### config.mk
export PLATFORM = sky130hd
export DESIGN_NAME = color_write_arbiter
export DESIGN_NICKNAME = d
export VERILOG_FILES = /design/src/rtl/color_write_arbiter.sv
export SDC_FILE = /design/constraint.sdc
export NUM_CORES = 1
export LEC_CHECK = 0
export ABC_AREA = 1
export CAP_MARGIN = 20
export CORE_UTILIZATION = 33
export CTS_CLUSTER_DIAMETER = 50
export CTS_CLUSTER_SIZE = 10
export DETAILED_ROUTE_END_ITERATION = 10
export GPL_TIMING_DRIVEN = 0
export PLACE_DENSITY_LB_ADDON = 0.3
export SLEW_MARGIN = 20
export SYNTH_ARGS = -nofsm -noshare
export SYNTH_HDL_FRONTEND = slang
export SYNTH_SLANG_ARGS = --single-unit
### constraint.sdc
create_clock -name clk -period 3.3 [get_ports clk]
set_input_delay 0.66 -clock clk [delete_from_list [all_inputs] [get_ports clk]]
set_output_delay 0.66 -clock clk [all_outputs]
set_load 0.05 [all_outputs]
### src/rtl/color_write_arbiter.sv
// Round-robin write arbiter for the four-slot color register bank.
// Grants one requester at a time and issues a single-cycle one-hot write plus an ack.
module color_write_arbiter #(
  parameter int unsigned COLOR_W = 24
) (
  input  logic               clk,
  input  logic               reset,
  input  logic               lock,
  input  logic               req0,
  input  logic [1:0]         idx0,
  input  logic [COLOR_W-1:0] data0,
  output logic               ack0,
  input  logic               req1,
  input  logic [1:0]         idx1,
  input  logic [COLOR_W-1:0] data1,
  output logic               ack1,
  output logic [3:0]         we,
  output logic [COLOR_W-1:0] wdata,
  output logic               busy,
  output logic [7:0]         wr_count
);

  typedef enum logic [1:0] {StIdle, StWrite, StDone} state_e;

  state_e     state_q;
  logic       grant_q;
  logic       last_grant_q;
  logic [1:0] served_q;
  logic [1:0] served_d;
  logic [1:0] req_vec;
  logic [1:0] eligible;
  logic       grant_vld;
  logic       grant_sel;
  logic [1:0] grant_idx;

  assign req_vec  = {req1, req0};
  assign eligible = req_vec & ~served_q & {2{~lock}};

  always_comb begin
    grant_vld = |eligible;
    grant_sel = (eligible == 2'b11) ? ~last_grant_q : eligible[1];
    grant_idx = grant_sel ? idx1 : idx0;
  end

  // A served requester stays blocked only while its req is held high.
  always_comb begin
    served_d = served_q & req_vec;
    if (state_q == StDone) begin
      served_d[grant_q] = req_vec[grant_q];
    end
  end

  always_ff @(posedge clk) begin
    if (reset) begin
      state_q      <= StIdle;
      grant_q      <= 1'b0;
      last_grant_q <= 1'b1;
      served_q     <= 2'b00;
      we           <= 4'b0000;
      wdata        <= '0;
      ack0         <= 1'b0;
      ack1         <= 1'b0;
      busy         <= 1'b0;
      wr_count     <= 8'd0;
    end else begin
      we       <= 4'b0000;
      wdata    <= '0;
      ack0     <= 1'b0;
      ack1     <= 1'b0;
      served_q <= served_d;
      unique case (state_q)
        StIdle: begin
          if (grant_vld) begin
            state_q <= StWrite;
            grant_q <= grant_sel;
            we      <= 4'b0001 << grant_idx;
            wdata   <= grant_sel ? data1 : data0;
            busy    <= 1'b1;
          end
        end
        StWrite: begin
          state_q <= StDone;
          ack0    <= ~grant_q;
          ack1    <= grant_q;
        end
        StDone: begin
          state_q      <= StIdle;
          busy         <= 1'b0;
          last_grant_q <= grant_q;
          wr_count     <= wr_count + 8'd1;
        end
        default: begin
          state_q <= StIdle;
          busy    <= 1'b0;
        end
      endcase
    end
  end

endmodule

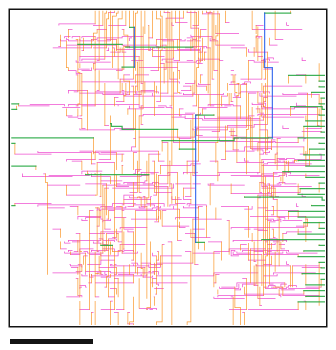
Fig. 1. Signal wires by layer.
Scale bar: 20 µm.
Key: magenta = M1 [wire length 2,190 µm]; blue = M4 [wire length 71.9 µm]; orange = M2 [wire length 2,200 µm]; green = M3 [wire length 336 µm]

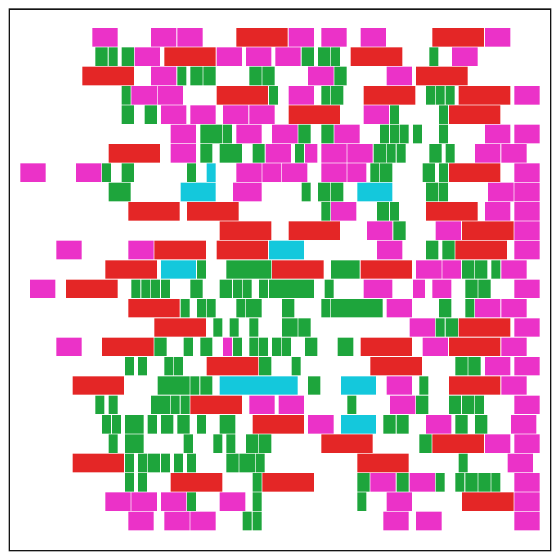
Fig. 2. Placed cells, one color a class.
Key: red = registers [cells 45, share of their area 31%]; magenta = remaining buffers and delay cells [cells 104, share of their area 35%]; green = remaining logic cells [cells 175, share of their area 29%]; cyan = clock drivers and dummy loads [cells 8, share of their area 4.1%]
fin area: 0.002958 mm²
Placement Rows: 26

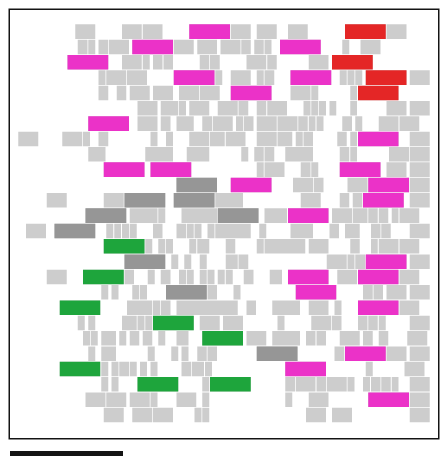
Fig. 3. Register map, names as in the netlist.
Scale bar: 20 µm.
Key: magenta = wdata [placed flops 24]; red = we [placed flops 4, where north-east]; green = wr_count [placed flops 8]
Another 9 sequential cells are not colored.

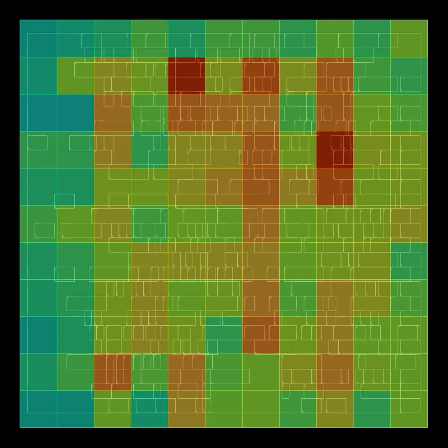
Fig. 4. Routing congestion.
met2 GRT Util: 27.09%
M1 GR Usage: 22.37%
detailed-route wire length per cell: 11.93 µm
fin util: 57.18%
met3 Use GR: 3.735%

==> impl_metrics.csv <==
group,metric,value,unit
run_status,outcome,"complete, no violations",
power,power.density,428.8,mW/mm²
final_layout,layout.nets,389,
synth,ys_area,0.001803,mm²
timing,hold_viol,0,
global_route,grt_pass1_vias,1637,
timing,fin_hold_ws,465.1,ps
cts,cts_root_buf,"clkbuf_8",
final_layout,dominant_cells,"buffers",
final_layout,drive_gt1_share,9.036,%
critical_path,rrSetupSlack,1990,ps
timing,finalCritPeriodShare,66.61,%
synth,aoi_share,10.06,%
floorplan,die_h,75.92,µm
final_layout,largestRegisters,"wdata: 24 flops, wr_count: 8 flops, we: 4 flops",
placement,place_inst,394,
cts,cts_tree,"done",
synth,ys.flop_type,"dfxtp_1",
detailed_routing,detail_route.vias_per_cell,4.520,
timing,fmax,0.4549,GHz
cts,clock_latency,290,ps
final_layout,buf_share,34.39,%
synth,logic_family,"simple AND/OR/NAND/NOR gates",
floorplan,die_area,0.005763,mm²
final_layout,regArea,900.9,µm²
synth,syn_area_per_cell,7.873,µm²
final_layout,ff_count,45,
final_layout,max_flop_register,"wdata",
final_layout,n_fill_cell,472,
global_route,grt_pass1_wl,7872,µm
timing,relSlewSlack,64.40,%
detailed_routing,dr_wl_met3,335,µm
synth,synth_flops,45,
timing,rsz0062_at_grt,"false",
detailed_routing,num_vias,1817,
critical_path,cp.arrival,1540,ps
power,p_switching,337.7,µW
final_layout,n_clock_buffer,7,
synth,synthArstFlopShare,0,%
synth,synth_seq_share,49.97,%
critical_path,cp.required,2640,ps
placement,port_buffers,95,
final_layout,comb_share,25.72,%
critical_path,reg2reg_from,"wr_count[0]",
detailed_routing,dr.max_layer_used,"met4",
worst_hold_path,holdPathEnd,"busy",
detailed_routing,dr.pass1.iters,6,
detailed_routing,wl,4794,µm
global_route,antenna_found_initial,0,
global_route,grt-busiest-layer,"met2",
detailed_routing,ant_nets,0,
detailed_routing,wl_met1,2186,µm
detailed_routing,drcViolationCount,0,
final_layout,area_growth,64.05,%
placement,dpl-instance-area,0.002841,mm²
critical_path,crit_chain,"clkdlybuf4s50_1",
detailed_routing,drt-initial-drc-count,60,
synth,edf_count,0,
cts,cts.clk_slew.worst_paths,80,ps
timing,setup-violations-final,0,
global_route,grt-ovfl-total,0,
synth,simple_gate_area_share,31.44,%
critical_path,crit_cells,1,
power,p_clk,432,µW
floorplan,die_w,75.92,µm
synth,syn-num-nets,287,
synth,most_common_cell,"nand2_1",
power,p_total,1268,µW
cts,cts.path.max_buffers,2,
global_route,grt_max_degree,14,
placement,gp_congestion,0.7695,
worst_hold_path,hold_path_class,"reg2reg",
power,p_clk_share,34.1,%
flow_run,warning_count,26,
cts,ctsResizeCount,0,
placement,post-place-ws,1255,ps
synth,netlist_area,0.001803,mm²
final_layout,largest_reg_flops,24,
power,power-top-group,"sequential cells",
final_layout,signal_buffers,104,
detailed_routing,dr_wl_met2,2200,µm
placement,place_hpwl,3506,µm
power,p_comb_share,20.7,%
final_layout,logic_gates,155,
cts,clock-sinks,45,
critical_path,r2r_cells,6,
synth,top_cell_area_share,49.97,%
power,vdd_ir_drop_max,0.2220,mV
final_layout,final_cells,402,
synth,top_area_cell,"dfxtp_1",
final_layout,seq_share,30.46,%
timing,worst_pin_slew,532.3,ps
worst_hold_path,whs_path_depth,2,
timing,fin_crit,2198,ps
critical_path,crit_slowest_cell,"clkdlybuf4s50_1",
synth,yosys-top-cells-area,"dfxtp_1, nand2_1, nand3_1",
floorplan,taps,70,
power,switching_share,26.63,%
power,cellLeakagePower,0.001209,µW
final_layout,layout.area.comb,760.7,µm²
critical_path,r2r_end,"wr_count[6]",
critical_path,crit_type,"reg2out",
synth,netlist_instances,229,
synth,yosys-top-cells-count,"nand2_1, dfxtp_1, nand3_1, a21oi_1, nor2_1",
critical_path,cp_num_buf_inv,1,
final_layout,diodes,0,
global_route,grt_use_total,17.02,%
critical_path,critPathLaunchType,"flop",
timing,finalSetupTns,0,ps
floorplan,ioPinCount,96,
floorplan,initial_core_util,34.86,%
power,internal_power,930.5,µW
power,p_comb,262,µW
cts,h-tree-depth,2,
cts,cts_made_buffers,5,
synth,ys_cells,229,
power,pwr-share-seq,45.3,%
critical_path,path_delay_family,"buffers and inverters",
final_layout,clk_share,3.934,%
synth,mux_area_share,0,%
synth,fa_ha_area_share,0.6940,%
floorplan,core,0.005172,mm²
worst max-delay path by stage:
stage | endpoint | startpoint | slack (ps)
after floorplan | wr_count[6] | wr_count[1] | 1740
after global placement | wdata[20] | req1 | 1270
after detailed placement | wdata[0] | req1 | 1250
after CTS | wr_count[4] | wr_count[4] | 1090
after global routing | wr_count[4] | wr_count[4] | 1030
final | wr_count[4] | wr_count[4] | 1100
layout by cell type (no fill, tap or decap), types with 3 or more instances in the layout:
master and instances:
nand3_1 34, inv_1 16, dfxtp_1 45, clkdlybuf4s50_1 95
a21oi_1 26, a21oi_2 3, nand2_1 55, inv_2 4
nor2_1 20, clkbuf_8 6, buf_4 4
worst register-to-register path: cells and delay by family (launching register included):
kind / cells / cell delay, ps
fa+ha+maj: 1 / 210
buf+inv: 1 / 60
flops: 1 / 400
simple gates: 4 / 540
Power is estimated from default activity; no workload was simulated.
